Fig. 1: run 1, I/O pins on the die edge
Scale bar: 20 um. Pins as bars across the die edge, other pins in gray.
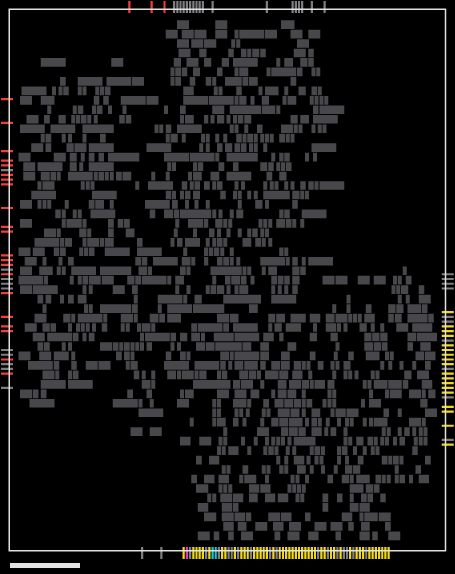
Fig. 2: run 1, signal wires on met1
Scale bar: 20 um.
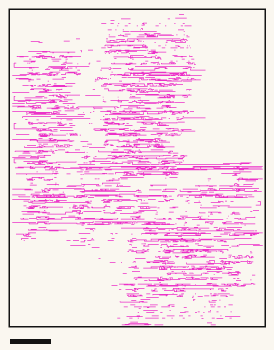
Fig. 3: run 1, clock wiring as the flow saved it
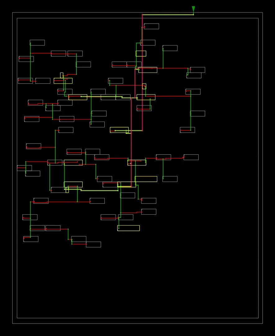
--- src/rtl/nes_dbg_pkg.sv ---
// Shared types for the NES debug/run-control slice.
//   run_mode_t   : host-requested execution mode (mode input encoding)
//   halt_cause_t : reason the CPU is currently halted
//   run_state_t  : run controller state register encoding
//   idx_width()  : width of a breakpoint index, never less than 1 bit
package nes_dbg_pkg;

  typedef enum logic [1:0] {
    MODE_FREE  = 2'd0,
    MODE_BURST = 2'd1,
    MODE_STEP  = 2'd2,
    MODE_HALT  = 2'd3
  } run_mode_t;

  typedef enum logic [1:0] {
    CAUSE_NONE = 2'd0,
    CAUSE_HOST = 2'd1,
    CAUSE_BP   = 2'd2,
    CAUSE_DONE = 2'd3
  } halt_cause_t;

  typedef enum logic [1:0] {
    ST_HALTED = 2'd0,
    ST_FREE   = 2'd1,
    ST_BURST  = 2'd2,
    ST_STEP   = 2'd3
  } run_state_t;

  function automatic int idx_width(input int n);
    return (n > 1) ? $clog2(n) : 1;
  endfunction

endpackage

--- src/rtl/bp_match.sv ---
// Parallel PC breakpoint comparators with lowest-index priority.
// Purely combinational.
//   bp_addr : NUM_BP packed addresses, entry i at [i*PC_W +: PC_W]
//   bp_en   : per-entry enable
//   pc      : CPU address bus
//   hit     : some enabled entry equals pc
//   idx     : lowest matching entry (0 when no hit)
module bp_match
  import nes_dbg_pkg::*;
#(
  parameter int NUM_BP = 4,
  parameter int PC_W   = 16
) (
  input  logic [NUM_BP*PC_W-1:0]     bp_addr,
  input  logic [NUM_BP-1:0]          bp_en,
  input  logic [PC_W-1:0]            pc,
  output logic                       hit,
  output logic [idx_width(NUM_BP)-1:0] idx
);

  localparam int IDX_W = idx_width(NUM_BP);

  // Walk from the top down so the lowest matching index is written last.
  always_comb begin
    hit = 1'b0;
    idx = '0;
    for (int i = NUM_BP - 1; i >= 0; i--) begin
      if (bp_en[i] && (bp_addr[i*PC_W +: PC_W] == pc)) begin
        hit = 1'b1;
        idx = IDX_W'(i);
      end
    end
  end

endmodule

--- src/rtl/cpu_run_ctrl.sv ---
// CPU execution controller: generates the 6502 clock enable for free-run,
// bounded burst, single-step and host-halt operation, with PC breakpoints.
// Also keeps CPU cycle parity (OAM DMA alignment) and a live cycle count.
//   clk, reset      : CPU clock, synchronous active-high reset
//   mode            : requested mode (FREE/BURST/STEP/HALT), level
//   run_pulse       : start strobe for FREE/BURST
//   step_pulse      : start strobe for STEP
//   burst_len       : burst length, sampled on run_pulse
//   bp_addr, bp_en  : breakpoint bank
//   pc, sync        : CPU address bus and opcode-fetch flag (same cycle)
//   dma_stall       : suspend CPU without halting
//   cpu_enable      : CPU clock enable (combinational)
//   odd_or_even     : CPU cycle parity
//   cycle_count     : live cycles since reset, wraps
//   halted          : state is HALTED
//   halt_cause      : 0 none, 1 host, 2 breakpoint, 3 burst/step done
//   halt_bp_idx     : breakpoint that caused the last breakpoint halt
//
// state      | meaning
// -----------+--------------------------------------------------------
// ST_HALTED  | CPU frozen, counters frozen, waiting for a start strobe
// ST_FREE    | run until breakpoint or host halt
// ST_BURST   | run until remaining granted cycles reach zero
// ST_STEP    | run one instruction; stop on the fetch after the first
module cpu_run_ctrl
  import nes_dbg_pkg::*;
#(
  parameter int CNT_W     = 24,
  parameter int PC_W      = 16,
  parameter int NUM_BP    = 4,
  parameter bit RESET_RUN = 1'b1
) (
  input  logic                         clk,
  input  logic                         reset,
  input  logic [1:0]                   mode,
  input  logic                         run_pulse,
  input  logic                         step_pulse,
  input  logic [CNT_W-1:0]             burst_len,
  input  logic [NUM_BP*PC_W-1:0]       bp_addr,
  input  logic [NUM_BP-1:0]            bp_en,
  input  logic [PC_W-1:0]              pc,
  input  logic                         sync,
  input  logic                         dma_stall,
  output logic                         cpu_enable,
  output logic                         odd_or_even,
  output logic [CNT_W-1:0]             cycle_count,
  output logic                         halted,
  output logic [1:0]                   halt_cause,
  output logic [idx_width(NUM_BP)-1:0] halt_bp_idx
);

  localparam int IDX_W = idx_width(NUM_BP);

  run_state_t        state_q, state_d;
  halt_cause_t       cause_q, cause_d;
  logic [IDX_W-1:0]  idx_q, idx_d;
  logic [CNT_W-1:0]  remaining_q, remaining_d;
  logic [CNT_W-1:0]  cycle_count_q, cycle_count_d;
  logic              granted_once_q, granted_once_d;
  logic              bp_skip_q, bp_skip_d;
  logic              odd_q, odd_d;

  logic              match_hit;
  logic [IDX_W-1:0]  match_idx;
  logic              live, bp_hit, step_done, stop, leave_halt;
  run_mode_t         mode_e;

  bp_match #(
    .NUM_BP (NUM_BP),
    .PC_W   (PC_W)
  ) u_bp_match (
    .bp_addr (bp_addr),
    .bp_en   (bp_en),
    .pc      (pc),
    .hit     (match_hit),
    .idx     (match_idx)
  );

  always_comb begin
    mode_e    = run_mode_t'(mode);
    live      = (state_q != ST_HALTED);
    // Breakpoints only matter while running; a halted CPU keeps its cause.
    bp_hit    = live && sync && match_hit && !bp_skip_q;
    step_done = (state_q == ST_STEP) && sync && granted_once_q;
    stop      = bp_hit || step_done;
    cpu_enable = live && !dma_stall && !stop && !reset;

    state_d        = state_q;
    cause_d        = cause_q;
    idx_d          = idx_q;
    remaining_d    = remaining_q;
    cycle_count_d  = cycle_count_q;
    granted_once_d = granted_once_q;
    bp_skip_d      = bp_skip_q;
    odd_d          = odd_q;
    leave_halt     = 1'b0;

    // Parity and cycle count track CPU time, including stalled cycles.
    if (live) begin
      cycle_count_d = cycle_count_q + CNT_W'(1);
      odd_d         = ~odd_q;
    end

    if (cpu_enable) begin
      bp_skip_d = 1'b0;
      if (state_q == ST_BURST) remaining_d = remaining_q - CNT_W'(1);
      if (state_q == ST_STEP)  granted_once_d = 1'b1;
    end

    if (state_q == ST_HALTED) begin
      if (mode_e == MODE_FREE && run_pulse) begin
        state_d    = ST_FREE;
        leave_halt = 1'b1;
      end else if (mode_e == MODE_BURST && run_pulse && (burst_len != '0)) begin
        state_d     = ST_BURST;
        remaining_d = burst_len;
        leave_halt  = 1'b1;
      end else if (mode_e == MODE_STEP && step_pulse) begin
        state_d        = ST_STEP;
        granted_once_d = 1'b0;
        leave_halt     = 1'b1;
      end
      // Resuming on a breakpoint address must not immediately re-trigger.
      if (leave_halt) begin
        bp_skip_d = 1'b1;
        cause_d   = CAUSE_NONE;
      end
    end else begin
      if (bp_hit) begin
        state_d = ST_HALTED;
        cause_d = CAUSE_BP;
        idx_d   = match_idx;
      end else if (mode_e == MODE_HALT) begin
        state_d = ST_HALTED;
        cause_d = CAUSE_HOST;
      end else if ((state_q == ST_BURST && cpu_enable && remaining_q == CNT_W'(1))
                   || step_done) begin
        state_d = ST_HALTED;
        cause_d = CAUSE_DONE;
      end
    end
  end

  always_ff @(posedge clk) begin
    if (reset) begin
      state_q        <= RESET_RUN ? ST_FREE : ST_HALTED;
      cause_q        <= RESET_RUN ? CAUSE_NONE : CAUSE_HOST;
      idx_q          <= '0;
      remaining_q    <= '0;
      cycle_count_q  <= '0;
      granted_once_q <= 1'b0;
      bp_skip_q      <= 1'b1;
      odd_q          <= 1'b1;
    end else begin
      state_q        <= state_d;
      cause_q        <= cause_d;
      idx_q          <= idx_d;
      remaining_q    <= remaining_d;
      cycle_count_q  <= cycle_count_d;
      granted_once_q <= granted_once_d;
      bp_skip_q      <= bp_skip_d;
      odd_q          <= odd_d;
    end
  end

  assign halted      = (state_q == ST_HALTED);
  assign halt_cause  = cause_q;
  assign halt_bp_idx = idx_q;
  assign cycle_count = cycle_count_q;
  assign odd_or_even = odd_q;

endmodule
--- config.mk ---
export PLATFORM = sky130hd
export DESIGN_NAME = cpu_run_ctrl
export DESIGN_NICKNAME = d
export VERILOG_FILES = /design/src/rtl/nes_dbg_pkg.sv /design/src/rtl/bp_match.sv /design/src/rtl/cpu_run_ctrl.sv
export SDC_FILE = /design/constraint.sdc
export NUM_CORES = 1
export LEC_CHECK = 0
export ABC_AREA = 1
export CORE_ASPECT_RATIO = 1.25
export CORE_MARGIN = 2
export CORE_UTILIZATION = 25
export CTS_CLUSTER_DIAMETER = 80
export CTS_CLUSTER_SIZE = 20
export DETAILED_ROUTE_END_ITERATION = 16
export PLACE_DENSITY = 0.54
export SLEW_MARGIN = 0
export SYNTH_ARGS = -nofsm -noshare
export SYNTH_HDL_FRONTEND = slang
export SYNTH_SLANG_ARGS = --single-unit
--- constraint.sdc ---
create_clock -name clk -period 3.4 [get_ports clk]
set_clock_uncertainty 0.1 [all_clocks]
set_input_delay 1.02 -clock clk [delete_from_list [all_inputs] [get_ports clk]]
set_output_delay 1.02 -clock clk [all_outputs]
set_load 0.01 [all_outputs]
==> git commit body, run 1 <==
Log flow metrics for this revision

* Status: completed
- Max stage delay cell, worst path: dlygate4sd2_1
- Of the available clock period, the critical path in the final layout requires 98.04%.
- Number of warnings in the stage logs: 27
- Clock transition time at the flip-flop clock pins of the worst setup and hold paths: 0.05 ns
* Sequential element share of the synthesized area: 24.97%
* Critical Path Source Type: primary input
- Die Area: 19380 um2
* Cell with the most instances after synthesis: nand2_1
- Counting the fill cells in the layout gives 2009.
* Number of top-level design ports: 147
* Maximum number of buffers from clock root to sink: 2
* Number of placement rows: 55
- Counting cells, the worst reg-to-reg path comes to 9.
- Final total power: 2263 uW
- The first detailed-routing pass ran for 4 iterations.
* Most common cell on crit path: nand2_4
- IR analysis of the VDD net gives a maximum drop of 0.2345 mV.
- After synthesis, the chip area reported by Yosys is 4569 um2.
- The worst setup path is of the primary input to output pin kind.
- FFs w/ async S/R, synth: 0%
* CP Data Required Time: 2.28 ns
- For this design, the CTS-stage hold fixing added 0 buffers.
* Worst slew margin: 61.70%
- On the worst path, the slowest cell contributes a delay of 0.24 ns.
* Number of library cell types mapped by synthesis: 45
- Power per Cell Area: 330.6 nW/um2
- Averaged over all synthesized cells, the footprint is 5.866 um2.
- Max-slew check failures listed in the final report amount to 0.
- Proportion of netlist area held by the largest area contributor: 24.97%
- The initial utilization of the core area, before any placement, comes to 25.34%.
* Min-Delay Startpoint: granted_once_q
- Final period demand of the worst path: 3.333 ns
- The post-route netlist has 19.77% of its cells at a drive strength greater than 1.
- The wire length recorded after detailed routing is 15790 um.
- Final global-route overflow total: 0
About Fig. 1:
legend:
  magenta:
    port: `dma_stall`
    pins: 1
    direction: input
    edge: bottom
  red:
    port: `cycle_count`
    pins: 24
    direction: output
    edge: 21 left, 3 top
  cyan:
    port: `halt_bp_idx`
    pins: 2
    direction: output
    edge: bottom
  yellow:
    port: `bp_addr`
    pins: 64
    direction: input
    edge: 46 bottom, 18 right
all pins by edge: 67 bottom, 31 left, 28 right, 21 top
horizontal die dimension: 124.9 um
Port Buffers: 146
height of the chip: 155.2 um

About Fig. 2:
share of all routed wire: 43%
main direction: horizontal
wire length on this layer: 6730 um

About Fig. 3:
insertion delay of the later-clocked pin in the worst-skew pair: 0.33 ns
flip-flop and latch count: 57
number of clock sinks: 57

run 1: cells by family after synthesis:
family | after synthesis | share of synthesized area, %
adders and majority gates | 3 | 0.8216
buffers and inverters | 151 | 13.33
and+or+nand+nor | 448 | 45.24
AOI/OAI and AO/OA | 107 | 13.14
xor gates and xnor gates | 13 | 2.492
DFF | 57 | 24.97
run 1: per-stage QoR:
step / hold WS [ns] / utilization [%] / TNS [ns] / worst slack (ns)
detailed placement: 0.3514 / 35.91 / -2.739 / -0.8144
global route: 0.4017 / 37.97 / -0.05796 / -0.05796
floorplan: 0.3352 / - / 0 / 0.1680
finish: 0.3533 / 37.97 / 0 / 0.06672
global placement: 0.3472 / 35.91 / -2.610 / -0.8465
CTS: 0.3586 / 37.66 / 0 / 0.002063
run 1: metal layers:
layer  wire, um  vias up  global-route usage [%]
li1           -     2859                       -
met1       6728     2403                   18.94
met2       8004      135                   30.08
met3        691       22                   2.923
met4        363        0                   5.397
met5          0        -                       0
run 1: flip-flops by register name (all words and copies together), names as in the netlist:
signal,cells
halt_bp_idx,2
remaining_q,24
cycle_count,24
halt_cause,2
state_q,2
bp_skip_q,1
odd_or_even,1
granted_once_q,1
run 1: worst reg2reg max path: stages (launching register included):
cell and delay, ns:
dfxtp_1 0.45, nor2_2 0.10, buf_4 0.20, nor2_1 0.22, nand2_1 0.13, nor2_1 0.11
inv_1 0.10, nor4_2 0.35, nand2_1 0.17, o221a_1 0.28
run 1: power breakdown:
part / leakage (uW) / switching, uW / internal (uW)
sequential: 0.000462 / 30.5 / 698
combinational: 0.00276 / 312 / 254
clock: 0.000153 / 312 / 656
run 1: area by class of cell:
type | count | area [um2] | share of cell area (%)
Clock inverter | 3 | 65.06 | 0.9505
Multi-Input combinational cell | 571 | 2960 | 43.25
Timing Repair Buffer | 193 | 1630 | 23.82
Clock buffer | 12 | 246.5 | 3.601
Tap cell | 228 | 285.3 | 4.167
Inverter | 135 | 511.7 | 7.476
Antenna cell | 2 | 5.005 | 0.07311
Sequential cell | 57 | 1141 | 16.67
run 1: layout by cell type (no fill, tap or decap), types with 4 or more instances in the layout:
cell and instances:
nand2_1 197, inv_1 111, nor2_1 87, clkdlybuf4s50_1 60, dfxtp_1 57, buf_4 45
nand3_1 42, o21ai_0 40, a21oi_1 31, nor3_1 24, clkdlybuf4s15_1 24, inv_2 22
clkbuf_2 21, dlygate4sd2_1 18, buf_2 15, o21ai_1 14, nand4_1 14, nand2_2 13
nor4_1 13, nor2_2 12, xor2_1 11, clkbuf_16 9, nand3_2 7, nand3b_1 7
or2_0 6, buf_6 6, nand2_4 5, or2_1 4, o21ai_2 4, o211ai_1 4
run 1: worst max-delay path by stage:
stage | from | endpoint | cells past startpoint
final | bp_addr[51] | cpu_enable | 10
after detailed placement | pc[7] | cpu_enable | 13
after floorplan | pc[0] | cpu_enable | 12
after CTS | bp_addr[62] | cpu_enable | 9
after global routing | bp_addr[40] | cpu_enable | 12
after global placement | pc[0] | cpu_enable | 9
run 1: what timing repair did:
item | in CTS | in global routing
gates resized | 220 | 85
pin swaps | 74 | 63
hold endpoints to repair | 0 | 0
endpoints found under the setup margin | 1 | 1
setup buffers | 14 | 4
==> inputs of run 2 (changes only) <==
TNS_END_PERCENT = 10   (was unset)
Fig. 4: run 2, clock wiring as the flow saved it
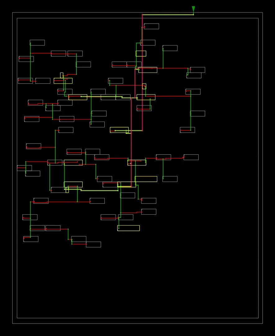
clk pwr: 968 uW
number of CTS-inserted buffers: 9

Fig. 5: run 2, signal wires on met1
Scale bar: 20 um.
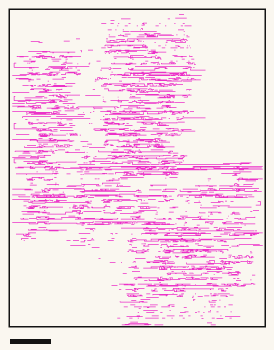
nets with wire on the layer: 1007
share of all routed wire: 43%
longest straight run: 34.0 um
wire length on this layer: 6730 um
main direction: horizontal
final wirelength: 15790 um
DR vias: 5419

Fig. 6: run 2, layout detail
Scale bar: 20 um. Region (37, 84) to (87, 134) um. Cells in gray, sequential cells in the stronger gray; small squares are vias.
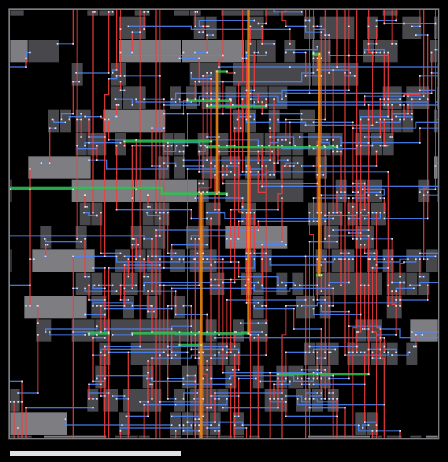
legend:
  green:
    layer: M3
  blue:
    layer: M1
  red:
    layer: M2
  orange:
    layer: M4
sequential cells in the window: 10
netlist names of flops here include: `remaining_q` (10)
most frequent: inv_1 (37), nand2_1 (36), nor2_1 (34)
cells with their middle in the window: 193

==> run 2 against run 1 <==
Net effect: utilization is the same; global-route usage stayed put; die size unchanged; synthesized cell count did not move; sequential cell count unchanged; non-clock buffer count stayed put; sequential power is essentially flat; critical path type unchanged; first-iteration DRC count unchanged; routed wire length is the same; final area unchanged; worst setup slack unchanged; largest cell class unchanged; hold slack did not move.
==> git commit body, run 2 <==
Log flow metrics for this revision

* Port Buffers: 146 (unchanged)
- STA classifies the critical path startpoint as a primary input.
- The logic depth of the worst register-to-register path is 9 (unchanged).
- Dominant combinational cell family by area after synthesis: simple AND/OR/NAND/NOR gates
* Clock transition time at the flip-flop clock pins of the worst setup and hold paths: 0.05 ns (about the same)
- Worst slew margin: 61.70% (unchanged)
- Most common cell on crit path: nand2_4
- Share of synthesized area spent on multiplexers: 0% (unchanged)
- The part of the Yosys area used for sequential elements is 24.97% (unchanged).
- The critical path is of the primary input to output pin type.
- The total I/O pin count is 147 (unchanged).
* Floorplan-stage core utilization: 25.34% (unchanged)
- The post-cts hold-fix buffer tally is 0 (unchanged).
- Adder-cell area share of the yosys netlist: 0.8215% (unchanged)
* Height of the chip: 155.2 um (unchanged)
* Status: completed
- The biggest cell delay along the critical path came to 0.24 ns (about the same).
- Number of library cell types mapped by synthesis: 45 (unchanged)
- The setup TNS was 0 ns (unchanged).
* Most common library cell in the layout ignoring fill and taps: nand2_1
- The cell row count is 55 (unchanged).
- The number of warnings the tools reported was 27 (unchanged).
- The share of the clock period used by the worst path is 98.04% (unchanged).
- Die Area: 19380 um2 (unchanged)
* Chip area from the yosys synthesis statistics: 4569 um2 (unchanged)
* Final global-route overflow total: 0 (unchanged)
- Proportion of netlist area held by the largest area contributor: 24.97% (unchanged)
- Number of iterations in the first detailed-routing pass: 4 (unchanged)
* Crit path arrival time: 2.21 ns
* Final period demand of the worst path: 3.333 ns (unchanged)
- The count of clock tree sinks came to 57 (unchanged).
- Share of synthesized cell area in and-or and or-and compound cells: 13.14% (unchanged)
* Most used cells in the layout excluding fill and tap cells: nand2_1, inv_1, nor2_1
* Basic-gate share of the synthesized area counting and, or, nand and nor cells: 45.24% (unchanged)
* Ratio of cells with drive above 1 in the final layout: 19.77% (unchanged)
* VDD IR max: 0.2345 mV (unchanged)
- Min-Delay Startpoint: granted_once_q
* Insertion delay of the later-clocked pin in the worst-skew pair: 0.33 ns (about the same)
- Horizontal die dimension: 124.9 um (unchanged)
## run 2: worst max-delay path by stage
stage,from,endpoint,depth (start not counted)
after global placement,pc[0],cpu_enable,9
after global routing,bp_addr[40],cpu_enable,12
final,bp_addr[51],cpu_enable,10
after CTS,bp_addr[62],cpu_enable,9
after detailed placement,pc[7],cpu_enable,13
after floorplan,pc[0],cpu_enable,12
## run 2: per-layer routing
metal  routed length [um]  part of all wire [%]  vias to the layer above  track usage (%)
li1                     -                     -                     2859                -
met1                 6728                    43                     2403            18.94
met2                 8004                    51                      135            30.08
met3                  691                   4.4                       22            2.923
met4                  363                   2.3                        0            5.397
met5                    0                     0                        -                0
## run 2: kinds of logic (layout without fill, tap and decap cells)
family / count (synthesis) / count (layout)
flops: 57 / 57
simple gates: 448 / 448
fa+ha+maj: 3 / 3
compound gates: 107 / 107
buf+inv: 151 / 343
xor+xnor: 13 / 13
other cells: 0 / 2
## run 2: final cells by class
| type | count | area (um2) |
|---|---|---|
| Timing Repair Buffer | 193 | 1630 |
| Tap cell | 228 | 285.3 |
| Clock buffer | 12 | 246.5 |
| Multi-Input combinational cell | 571 | 2960 |
| Fill cell | 2009 | 11180 |
| Clock inverter | 3 | 65.06 |
| Sequential cell | 57 | 1141 |
| Antenna cell | 2 | 5.005 |
| Inverter | 135 | 511.7 |
## run 2: worst min-delay path: stages, from the launching register on
cell and delay [ns]:
dfxtp_1 0.29, inv_1 0.06, a21oi_1 0.06
## run 2: power breakdown
| part | switching, uW | internal, uW | total (uW) |
|---|---|---|---|
| clock network | 312 | 656 | 968 |
| registers | 30.5 | 698 | 729 |
| logic | 312 | 254 | 566 |
| total | 655 | 1610 | 2260 |
## run 2: timing repair
action / CTS / global route
endpoints found under the setup margin: 1 / 1
pin swaps: 74 / 63
resized: 220 / 85
hold endpoints to repair: 0 / 0
cloned: 0 / 0
setup buffers: 14 / 4
## run 2: per-stage QoR
step	area [um2]	worst slack, ns	utilization, %	hold slack [ns]	total power (uW)
final	6845	0.06672	37.97	0.3533	2263
after global routing	6845	-0.05796	37.97	0.4017	2393
after CTS	6790	0.002063	37.66	0.3586	2277
after detailed placement	6474	-0.8144	35.91	0.3514	1319
after global placement	6474	-0.8465	35.91	0.3472	1320
after floorplan	4569	0.1680	-	0.3352	1033
==> inputs of run 3 (changes only) <==
TNS_END_PERCENT = 1   (was 10)
Fig. 7: run 3, I/O pins on the die edge
Scale bar: 20 um. Pins as bars across the die edge, other pins in gray.
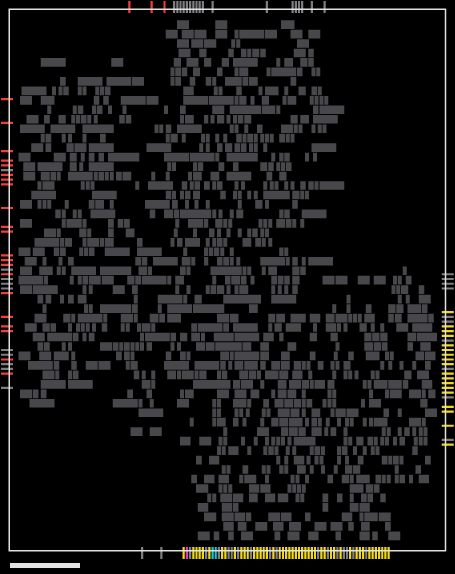
legend:
  cyan:
    port: `halt_bp_idx`
    pins: 2
    direction: output
    edge: bottom
  yellow:
    port: `bp_addr`
    pins: 64
    direction: input
    edge: 46 bottom, 18 right
  magenta:
    port: `dma_stall`
    pins: 1
    direction: input
    edge: bottom
  red:
    port: `cycle_count`
    pins: 24
    direction: output
    edge: 21 left, 3 top
all pins by edge: 67 bottom, 31 left, 28 right, 21 top

Fig. 8: run 3, layout detail
Scale bar: 20 um. Region (37, 84) to (87, 134) um. Cells in gray, sequential cells in the stronger gray; small squares are vias.
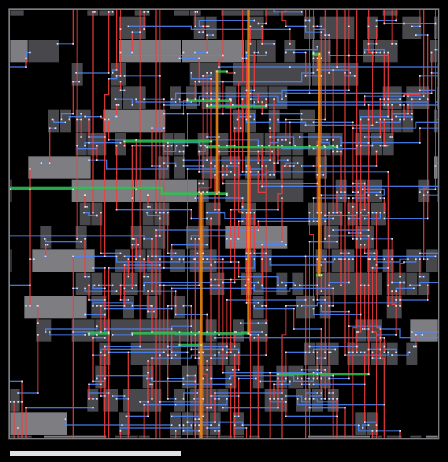
legend:
  red:
    layer: M2
  green:
    layer: M3
  orange:
    layer: M4
  blue:
    layer: M1
sequential cells in the window: 10
netlist names of flops here include: `remaining_q` (10)
cells with their middle in the window: 193
most frequent: inv_1 (37), nand2_1 (36), nor2_1 (34)

Fig. 9: run 3, signal wires on met1
Scale bar: 20 um.
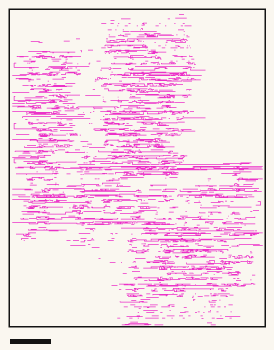
nets with wire on the layer: 1007
share of all routed wire: 43%
wire length on this layer: 6730 um
main direction: horizontal

==> run 3 against run 2 <==
Net effect: critical path depth stayed put; via count unchanged; register-to-register slack about the same; sequential share of layout area did not move; first-iteration DRC count unchanged; final area is the same; clock power is essentially flat; sequential cell count stayed put; sequential power is essentially flat; final cell count is the same; critical endpoint unchanged.
==> git commit body, run 3 <==
Log flow metrics for this revision

* Status: completed
* Most common cell on crit path: nand2_4
- The final worst hold slack was 0.3533 ns (unchanged).
- Number of CTS-inserted buffers: 9 (unchanged)
- Number of library cell types mapped by synthesis: 45 (unchanged)
* Final wirelength: 15790 um (unchanged)
- The setup TNS is 0 ns (unchanged).
- The part of the Yosys area used for sequential elements came to 24.97% (unchanged).
- The signal arrival time at the worst endpoint is 2.21 ns (about the same).
- The total via count after detailed routing was 5419 (unchanged).
- Insertion delay of the later-clocked pin in the worst-skew pair: 0.33 ns (about the same)
- In this run the worst setup path terminates at cpu_enable.
- The total congestion overflow was 0 (unchanged).
- Height of the chip: 155.2 um (unchanged)
* VDD IR max: 0.2345 mV (unchanged)
- Port Buffers: 146 (unchanged)
- Most used cells in the layout excluding fill and tap cells: nand2_1, inv_1, nor2_1
* Fin crit share: 98.04% (unchanged)
* Proportion of netlist area held by the largest area contributor: 24.97% (unchanged)
* Floorplan-stage core utilization: 25.34% (unchanged)
- Start point of the critical path: bp_addr[51]
* Number of iterations in the first detailed-routing pass: 4 (unchanged)
- The cell row count came to 55 (unchanged).
* Worst slack, placed: -0.8144 ns (unchanged)
- The register clock-pin slew on the reported worst setup and hold paths is 0.05 ns (about the same).
* Horizontal die dimension: 124.9 um (unchanged)
- In the setup report, the worst path falls into the class primary input to output pin.
- Chip area from the yosys synthesis statistics: 4569 um2 (unchanged)
- Die Area: 19380 um2 (unchanged)
* Number of clock sinks: 57 (unchanged)
- Number of top-level design ports: 147 (unchanged)
- Number of max-slew violations in the final report: 0
* Setup WS post-layout: 0.06672 ns (unchanged)
* Number of warnings in the stage logs: 27 (unchanged)
- The fraction of final layout cells with drive strength greater than 1 was 19.77% (unchanged).
* Largest stage delay on the critical path: 0.24 ns (about the same)
* Count of cells along the worst register-to-register path: 9 (unchanged)
* Most common library cell in the layout ignoring fill and taps: nand2_1
[run 3: per-layer routing]
metal	track usage [%]	routed length [um]	vias to the layer above
met5	0	0	-
met4	5.397	363	0
met3	2.923	691	22
met2	30.08	8004	135
met1	18.94	6728	2403
li1	-	-	2859
[run 3: timing repair]
item                       CTS  global route
setup endpoints to repair    1             1
resized                    220            85
pin swaps                   74            63
hold buffers                 0             0
setup buffers               14             4
cloned                       0             0
[run 3: worst max-delay path, delay by kind of cell]
| kind | cells | cell delay, ns |
|---|---|---|
| and+or+nand+nor | 7 | 0.75 |
| buffers and inverters | 2 | 0.35 |
| AOI/OAI and AO/OA | 1 | 0.08 |
[run 3: stage by stage]
stage	utilization, %	power [uW]	cell area (um2)
floorplan	-	1033	4569
finish	37.97	2263	6845
global placement	35.91	1320	6474
CTS	37.66	2277	6790
global route	37.97	2393	6845
detailed placement	35.91	1319	6474
[run 3: final cells by class]
type                            instances  area (um2)  area share (%)
Antenna cell                            2       5.005         0.07311
Clock buffer                           12       246.5           3.601
Multi-Input combinational cell        571        2960           43.25
Tap cell                              228       285.3           4.167
Inverter                              135       511.7           7.476
Sequential cell                        57        1141           16.67
Clock inverter                          3       65.06          0.9505
Timing Repair Buffer                  193        1630           23.82
[run 3: kinds of logic (layout without fill, tap and decap cells)]
logic type	after synthesis	after routing	share of synthesized area, %
simple gates	448	448	45.24
xor+xnor	13	13	2.492
flops	57	57	24.97
buf+inv	151	343	13.33
other cells	0	2	0
compound gates	107	107	13.14
fa+ha+maj	3	3	0.8216
[run 3: how the worst min path moves through the flow]
stage,start,to,slack (ns)
after detailed placement,granted_once_q,granted_once_q,0.35
after CTS,granted_once_q,granted_once_q,0.36
after global placement,granted_once_q,granted_once_q,0.35
after floorplan,granted_once_q,granted_once_q,0.34
after global routing,granted_once_q,granted_once_q,0.40
final,granted_once_q,granted_once_q,0.35
[run 3: where the power goes]
group	leakage, uW	switching [uW]	internal (uW)	total, uW
Clock	0.000153	312	656	968
Sequential	0.000462	30.5	698	729
Combinational	0.00276	312	254	566
Power figures rest on the tool's default switching activity, not on a simulated workload.
